power_grid.png
Scale: 6 px per µm. Pins as bars on the die edge. Tap cells in gray.
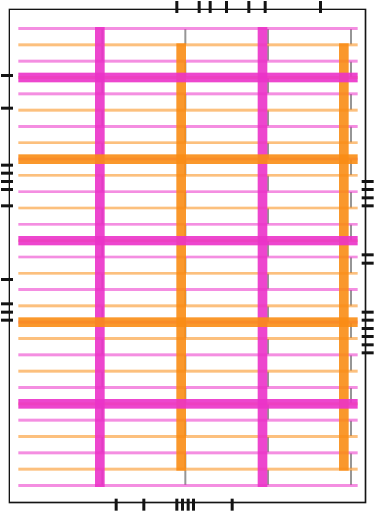
placement.png
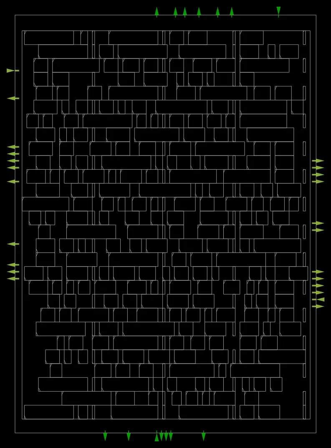
layer_met2.png
Scale: 4 px per µm.
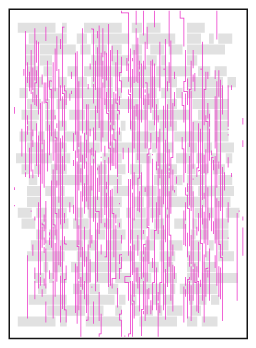
==> config.mk <==
export PLATFORM = sky130hd
export DESIGN_NAME = sad_sweep_scheduler
export DESIGN_NICKNAME = d
export VERILOG_FILES = /design/src/rtl/sad_sweep_scheduler.sv
export SDC_FILE = /design/constraint.sdc
export NUM_CORES = 1
export LEC_CHECK = 0
export CELL_PAD_IN_SITES_DETAIL_PLACEMENT = 1
export CELL_PAD_IN_SITES_GLOBAL_PLACEMENT = 1
export CORE_ASPECT_RATIO = 1.4
export CORE_UTILIZATION = 36
export CTS_BUF_LIST = sky130_fd_sc_hd__clkbuf_4
export DETAILED_ROUTE_END_ITERATION = 8
export GPL_ROUTABILITY_DRIVEN = 0
export GPL_TIMING_DRIVEN = 0
export PLACE_DENSITY = 0.75
export SLEW_MARGIN = 20
export SYNTH_ARGS = -nofsm -noshare
export SYNTH_HDL_FRONTEND = slang
export SYNTH_SLANG_ARGS = --single-unit
==> constraint.sdc <==
create_clock -name clk -period 1.72 [get_ports clk]
set_input_delay 0.344 -clock clk [delete_from_list [all_inputs] [get_ports clk]]
set_output_delay 0.344 -clock clk [all_outputs]
set_load 0.01 [all_outputs]
==> src/rtl/sad_sweep_scheduler.sv <==
// Line-rate sweep scheduler for a SAD stereo engine: walks every column and disparity
// through the compare/aggregate/select/write pipeline and queues at most one pending line.
module sad_sweep_scheduler #(
   parameter  int unsigned IMG_WIDTH     = 320,
   parameter  int unsigned MAX_DISPARITY = 31,
   parameter  int unsigned X_FIRST       = 1,
   localparam int unsigned XW            = 10,
   localparam int unsigned DW            = 6,
   localparam int unsigned CW            = 8
) (
   input  logic          clk,
   input  logic          rst,
   input  logic          line_start,
   input  logic          stall,
   output logic          cmp_en,
   output logic          agg_en,
   output logic          sel_en,
   output logic          wr_en,
   output logic          px_last,
   output logic [XW-1:0] proc_x,
   output logic [DW-1:0] d,
   output logic          bank_sel,
   output logic          busy,
   output logic          pending,
   output logic          line_done,
   output logic [CW-1:0] overrun_cnt
);

   localparam int unsigned   X_LAST    = IMG_WIDTH - MAX_DISPARITY - 2;
   localparam logic [XW-1:0] X_FIRST_V = XW'(X_FIRST);
   localparam logic [XW-1:0] X_LAST_V  = XW'(X_LAST);
   localparam logic [DW-1:0] D_MAX_V   = DW'(MAX_DISPARITY);

   typedef enum logic [2:0] {IDLE, COMPARE, AGGREGATE, SELECT, WRITE} state_t;

   state_t state;
   logic   px_end;
   logic   line_end;

   // Stage strobes are the state decode gated by stall, so a stall silences them in the same cycle.
   assign cmp_en    = (state == COMPARE)   && !stall;
   assign agg_en    = (state == AGGREGATE) && !stall;
   assign sel_en    = (state == SELECT)    && !stall;
   assign wr_en     = (state == WRITE)     && !stall;
   assign px_end    = wr_en && (d == D_MAX_V);
   assign line_end  = px_end && (proc_x == X_LAST_V);
   assign px_last   = px_end;
   assign line_done = line_end;
   assign busy      = (state != IDLE);

   always_ff @(posedge clk or posedge rst) begin
      if (rst) begin
         state       <= IDLE;
         proc_x      <= X_FIRST_V;
         d           <= '0;
         bank_sel    <= 1'b0;
         pending     <= 1'b0;
         overrun_cnt <= '0;
      end else begin
         // The queued line is consumed at end of line; a start arriving that same cycle re-queues.
         if (line_end) begin
            pending <= pending & line_start;
         end else if (line_start && (state != IDLE)) begin
            if (!pending) begin
               pending <= 1'b1;
            end else if (overrun_cnt != '1) begin
               overrun_cnt <= overrun_cnt + CW'(1);
            end
         end

         if (!stall) begin
            case (state)
               IDLE: begin
                  if (line_start) begin
                     state  <= COMPARE;
                     proc_x <= X_FIRST_V;
                     d      <= '0;
                  end
               end
               COMPARE:   state <= AGGREGATE;
               AGGREGATE: state <= SELECT;
               SELECT:    state <= WRITE;
               WRITE: begin
                  if (d < D_MAX_V) begin
                     d     <= d + DW'(1);
                     state <= COMPARE;
                  end else begin
                     d <= '0;
                     if (proc_x < X_LAST_V) begin
                        proc_x <= proc_x + XW'(1);
                        state  <= COMPARE;
                     end else begin
                        proc_x   <= X_FIRST_V;
                        bank_sel <= ~bank_sel;
                        state    <= (pending || line_start) ? COMPARE : IDLE;
                     end
                  end
               end
               default: state <= IDLE;
            endcase
         end
      end
   end

endmodule

==> results.json <==
{
  "timing.final.crit_period_ns": 2.27,
  "startpoint_type": "flip-flop",
  "post_synth_main_area_contributors": "sky130_fd_sc_hd__dfrtp_1, sky130_fd_sc_hd__nand3_1, sky130_fd_sc_hd__xnor2_1, sky130_fd_sc_hd__nand2_1, sky130_fd_sc_hd__a31oi_1",
  "grt_start_max_net_pins": 30,
  "mostFrequentLayoutCell": "sky130_fd_sc_hd__buf_4",
  "cpMaxStageDelayCell": "sky130_fd_sc_hd__dfrtp_2",
  "log.warning_count": 29,
  "most_common_cell": "sky130_fd_sc_hd__dfrtp_1",
  "final-setup-viol-count": 33,
  "clkSinkCount": 29,
  "endpoint_type_of_the_worst_setup_path": "output pin",
  "synth.yosys.seq_area_share": 0.442,
  "violations": "setup timing",
  "number_of_cells_produced_by_synthesis": 166,
  "chip_area_mm2": 0.00485,
  "mappedNetlistNets": 173,
  "routed-wl-met3_um": 172,
  "required_ns": 1.38,
  "final_critical_path_setup_slack_ns": -0.549,
  "gr-usage-met1": 0.261,
  "dieWidth_um": 59.1,
  "finalSetupTns_ns": -8.05,
  "power.switching_fraction": 0.386,
  "pwr.group.combinational_mw": 1.92,
  "comb_area_share": 0.376,
  "run_status": "finished, violations left",
  "post_synth_design_cell_area_mm2": 0.00164,
  "met2_wirelength_um": 3700,
  "critPathMaxStageDelay_ns": 0.45,
  "cts_max_level": 2,
  "synthAdderAreaFrac": 0.0228,
  "place.port_buffers": 35,
  "num-nonclk-inverters": 5,
  "compound_area_frac": 0.176,
  "timing.max_slew.rel_slack": 0.579,
  "clockRootBuffer": "sky130_fd_sc_hd__clkbuf_4",
  "final.signal_buffer_count": 92,
  "hpwlAfterDp_um": 3320,
  "setup_repair_after_global_routing_missed_its_margin": "true",
  "non_clock_buffer_share_of_cell_area": 0.301,
  "synth.cells.most_frequent": "sky130_fd_sc_hd__dfrtp_1, sky130_fd_sc_hd__nand2_1, sky130_fd_sc_hd__nand3_1, sky130_fd_sc_hd__nor2_1",
  "hold_slack_ns": 0.402,
  "power_frac_clock": 0.132
}
Back to the opening pictures, power_grid.png:
Key: orange = VDD; magenta = VSS
29 met1 rails follow the rows. 5 straps on met5. 60 tap cells.

Back to the opening pictures, placement.png:
FFs & Latches: 29
inserted tap cell count: 60
final cell count without fillers: 318
Layout Utilization: 0.646

Back to the opening pictures, layer_met2.png:
The longest straight run is 42.8 µm. 253 nets have wire on it. The layer holds 58% of the routed length. The layer carries 3700 µm of wire. The wires run mostly vertical.
vias after detailed routing: 1744
GRT met2 Usage: 0.475
total wire length: 6420 µm

